**src/rtl/latch_bank_pkg.sv**
```systemverilog
// latch_bank_pkg: mode encodings and saturating-increment helper for latch_bank
package latch_bank_pkg;
  typedef enum logic [1:0] {
    MODE_FOLLOW = 2'd0,
    MODE_EDGE   = 2'd1,
    MODE_TOGGLE = 2'd2,
    MODE_FREEZE = 2'd3
  } mode_e;
  function automatic logic [63:0] sat_inc(input logic [63:0] v, input int w);
    logic [63:0] max_v;
    max_v = {64{1'b1}} >> (64 - w);
    return (v == max_v) ? v : v + 64'd1;
  endfunction
endpackage

```
**src/rtl/latch_bank_ch.sv**
```systemverilog
// latch_bank_ch: one capture channel with mode action, change pulse and saturating change counter
module latch_bank_ch
  import latch_bank_pkg::*;
#(
  parameter int WIDTH = 8,
  parameter int CNTW  = 8
) (
  input  logic             clk,
  input  logic             rst,
  input  mode_e            i_mode,
  input  logic [WIDTH-1:0] i_d,
  input  logic             i_en,
  input  logic             i_clr,
  output logic [WIDTH-1:0] o_q,
  output logic             o_upd,
  output logic [CNTW-1:0]  o_cnt
);
  logic [WIDTH-1:0] r_q;
  logic             r_en_prev;
  logic             r_upd;
  logic [CNTW-1:0]  r_cnt;
  logic [WIDTH-1:0] w_nq;
  logic             w_chg;
  logic [CNTW-1:0]  w_cnt_inc;
  // next value chosen by the global mode; anything not selected holds
  always_comb begin
    w_nq = (i_mode == MODE_FOLLOW && i_en)               ? i_d :
           (i_mode == MODE_EDGE && i_en && !r_en_prev)   ? i_d :
           (i_mode == MODE_TOGGLE && i_en)               ? r_q ^ i_d : r_q;
    w_chg = w_nq != r_q;
    w_cnt_inc = CNTW'(sat_inc(64'(r_cnt), CNTW));
  end
  // state update: reset beats clear beats mode action; en history always tracks en
  always_ff @(posedge clk) begin
    if (rst) begin
      r_q       <= '0;
      r_en_prev <= 1'b0;
      r_upd     <= 1'b0;
      r_cnt     <= '0;
    end else begin
      r_en_prev <= i_en;
      if (i_clr) begin
        r_q   <= '0;
        r_upd <= 1'b0;
        r_cnt <= '0;
      end else begin
        r_q   <= w_nq;
        r_upd <= w_chg;
        if (w_chg) r_cnt <= w_cnt_inc;
      end
    end
  end
  assign o_q   = r_q;
  assign o_upd = r_upd;
  assign o_cnt = r_cnt;
endmodule

```
**src/rtl/latch_bank.sv**
```systemverilog
// latch_bank: CH independent clocked capture channels with follow/edge/toggle/freeze modes
module latch_bank
  import latch_bank_pkg::*;
#(
  parameter int WIDTH = 8,
  parameter int CH    = 4,
  parameter int CNTW  = 8
) (
  input  logic                clk,
  input  logic                rst,
  input  logic [1:0]          mode,
  input  logic [CH*WIDTH-1:0] d,
  input  logic [CH-1:0]       en,
  input  logic [CH-1:0]       clr,
  output logic [CH*WIDTH-1:0] q,
  output logic [CH-1:0]       upd,
  output logic [CH*CNTW-1:0]  cnt
);
  mode_e w_mode;
  assign w_mode = mode_e'(mode);
  for (genvar i = 0; i < CH; i++) begin : g_ch
    latch_bank_ch #(.WIDTH(WIDTH), .CNTW(CNTW)) u_ch (
      .clk    (clk),
      .rst    (rst),
      .i_mode (w_mode),
      .i_d    (d[i*WIDTH +: WIDTH]),
      .i_en   (en[i]),
      .i_clr  (clr[i]),
      .o_q    (q[i*WIDTH +: WIDTH]),
      .o_upd  (upd[i]),
      .o_cnt  (cnt[i*CNTW +: CNTW])
    );
  end
endmodule
```
**config.mk**
```make
export PLATFORM = sky130hd
export DESIGN_NAME = latch_bank
export DESIGN_NICKNAME = d
export VERILOG_FILES = /design/src/rtl/latch_bank_pkg.sv /design/src/rtl/latch_bank_ch.sv /design/src/rtl/latch_bank.sv
export SDC_FILE = /design/constraint.sdc
export NUM_CORES = 1
export LEC_CHECK = 0
export CORE_ASPECT_RATIO = 1.4
export CORE_UTILIZATION = 51
export CTS_CLUSTER_DIAMETER = 40
export DETAILED_ROUTE_END_ITERATION = 10
export PLACE_DENSITY = 0.89
export SYNTH_ARGS = -nofsm -noshare
export SYNTH_HDL_FRONTEND = slang
export SYNTH_SLANG_ARGS = --single-unit
```
**constraint.sdc**
```tcl
create_clock -name clk -period 2.9 [get_ports clk]
set_clock_uncertainty 0.05 [all_clocks]
set_input_delay 0.29 -clock clk [delete_from_list [all_inputs] [get_ports clk]]
set_output_delay 0.29 -clock clk [all_outputs]
set_load 0.05 [all_outputs]
```
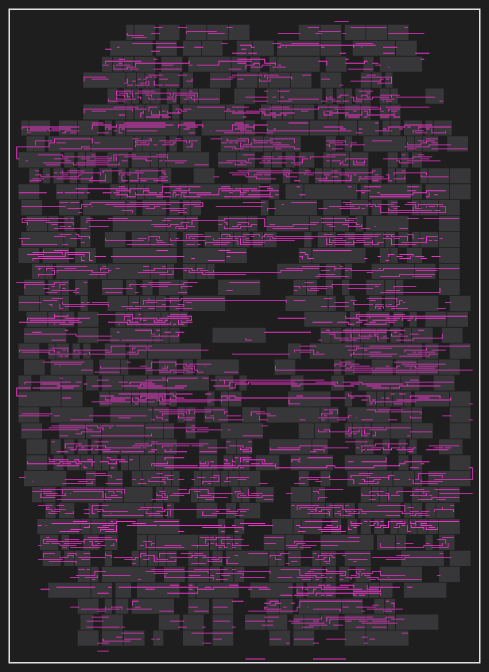
(images/met1.png)
Cells faint in the background.
share of all routed wire: 39%
main direction: horizontal
nets with wire on the layer: 634
wire length on this layer: 4710 µm
via count: 4810
Post-Route WL: 12.1 mm
grt met1 use: 30.5%

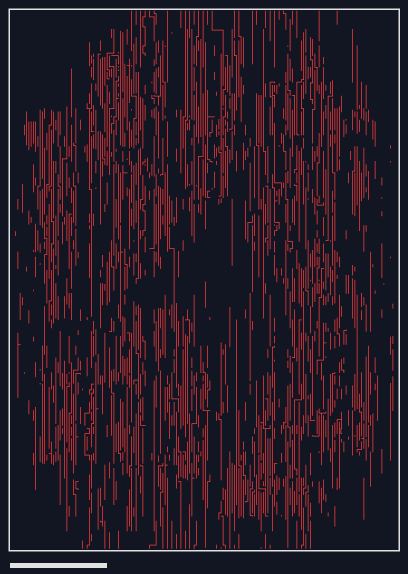
(images/met2.png)
Scale bar: 20 µm.
nets with wire on the layer: 635
main direction: vertical
met2 track demand over resource: 49.2%

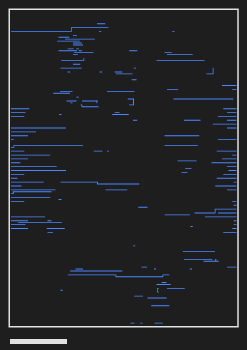
(images/met3.png)
Scale bar: 20 µm.
share of all routed wire: 6.8%
main direction: horizontal
wire length on this layer: 820 µm
GRT met3 Usage: 6.26%

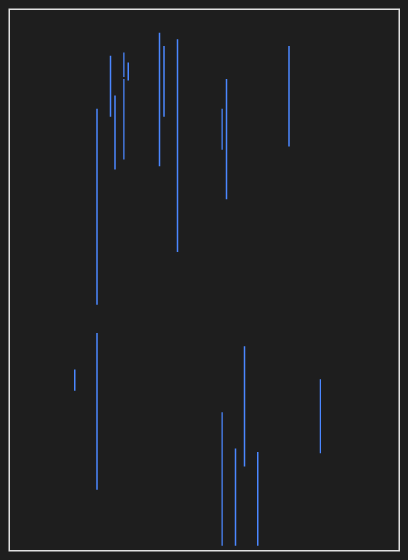
(images/met4.png)
nets with wire on the layer: 18
main direction: vertical
longest straight run: 43.5 µm

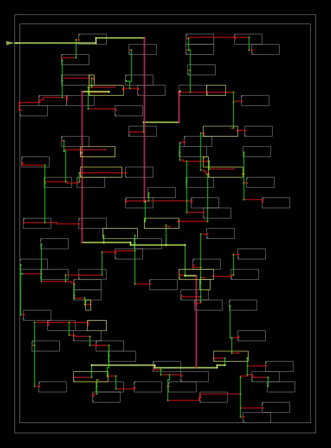
(images/final_clocks.png)
CLK BUF: 14
flop count: 72

==> metrics.csv <==
stage;metric;value;unit
placed_design;dpl hpwl;8.41;mm
placed_design;Port Buf Inserts;111;
cells_and_area;Finished Cell Area;0.00573;mm²
cells_and_area;Top class by area;combinational gates;
synth;chip area estimate from yosys synthesis;0.00435;mm²
setup_path;CP required;3.08;ns
clock_tree;H-tree lvl count;3;
setup_path;RR Startpoint;g_ch[2].u_ch.o_q[0];
synth;Adder Share, Synth;1.15;%
cells_and_area;Non-CTS inverters;5;
pwr;Pwr top;the clock network;
cells_and_area;Cell Count, Final, Fillers Out;776;
cells_and_area;share of layout cells above drive strength 1;4.01;%
pwr;Pleak;1.87;nW
timing;final-report max-slew violation count;0;
drt;drt initial violations;215;
floorplanning;Core Util at FP;53.0;%
floorplanning;Core Region;0.00820;mm²
synth;Synth Seq Share;33.2;%
setup_path;Worst setup SP type;primary input;
cells_and_area;final core occ;69.9;%
timing;period utilization;83.3;%
placed_design;Setup WS pre-CTS;0.192;ns
run_status;run status;completed;
job;Log Warnings;26;
## placed cells by master (no fill, tap or decap), drive strengths merged, types with 8 or more instances in the layout
cell	netlist	layout
or4	13	13
and3	10	10
nor2	50	50
clkdlybuf4s50	0	111
a21oi	57	57
nand3	47	47
nand4bb	8	8
nand3b	11	11
xor2	8	8
xnor2	9	9
dfxtp	72	72
clkbuf	19	14
nand2	94	94
o21ai	57	57
## worst max-delay path: stages
cell and delay (ns):
clkdlybuf4s50_1 0.51, buf_12 0.23, nand4bb_1 0.15, o22a_1 0.13, a32oi_1 0.07, a21oi_1 0.77, a31oi_1 0.18, a41o_1 0.24
## metal layers
layer	GRT usage, %	vias up	share of wire, %
li1	-	2308	-
met5	0	-	0
met3	6.26	39	6.8
met4	13.6	0	3.1
met1	30.5	2257	39
met2	49.2	206	51
Power and IR drop assume default switching activity.
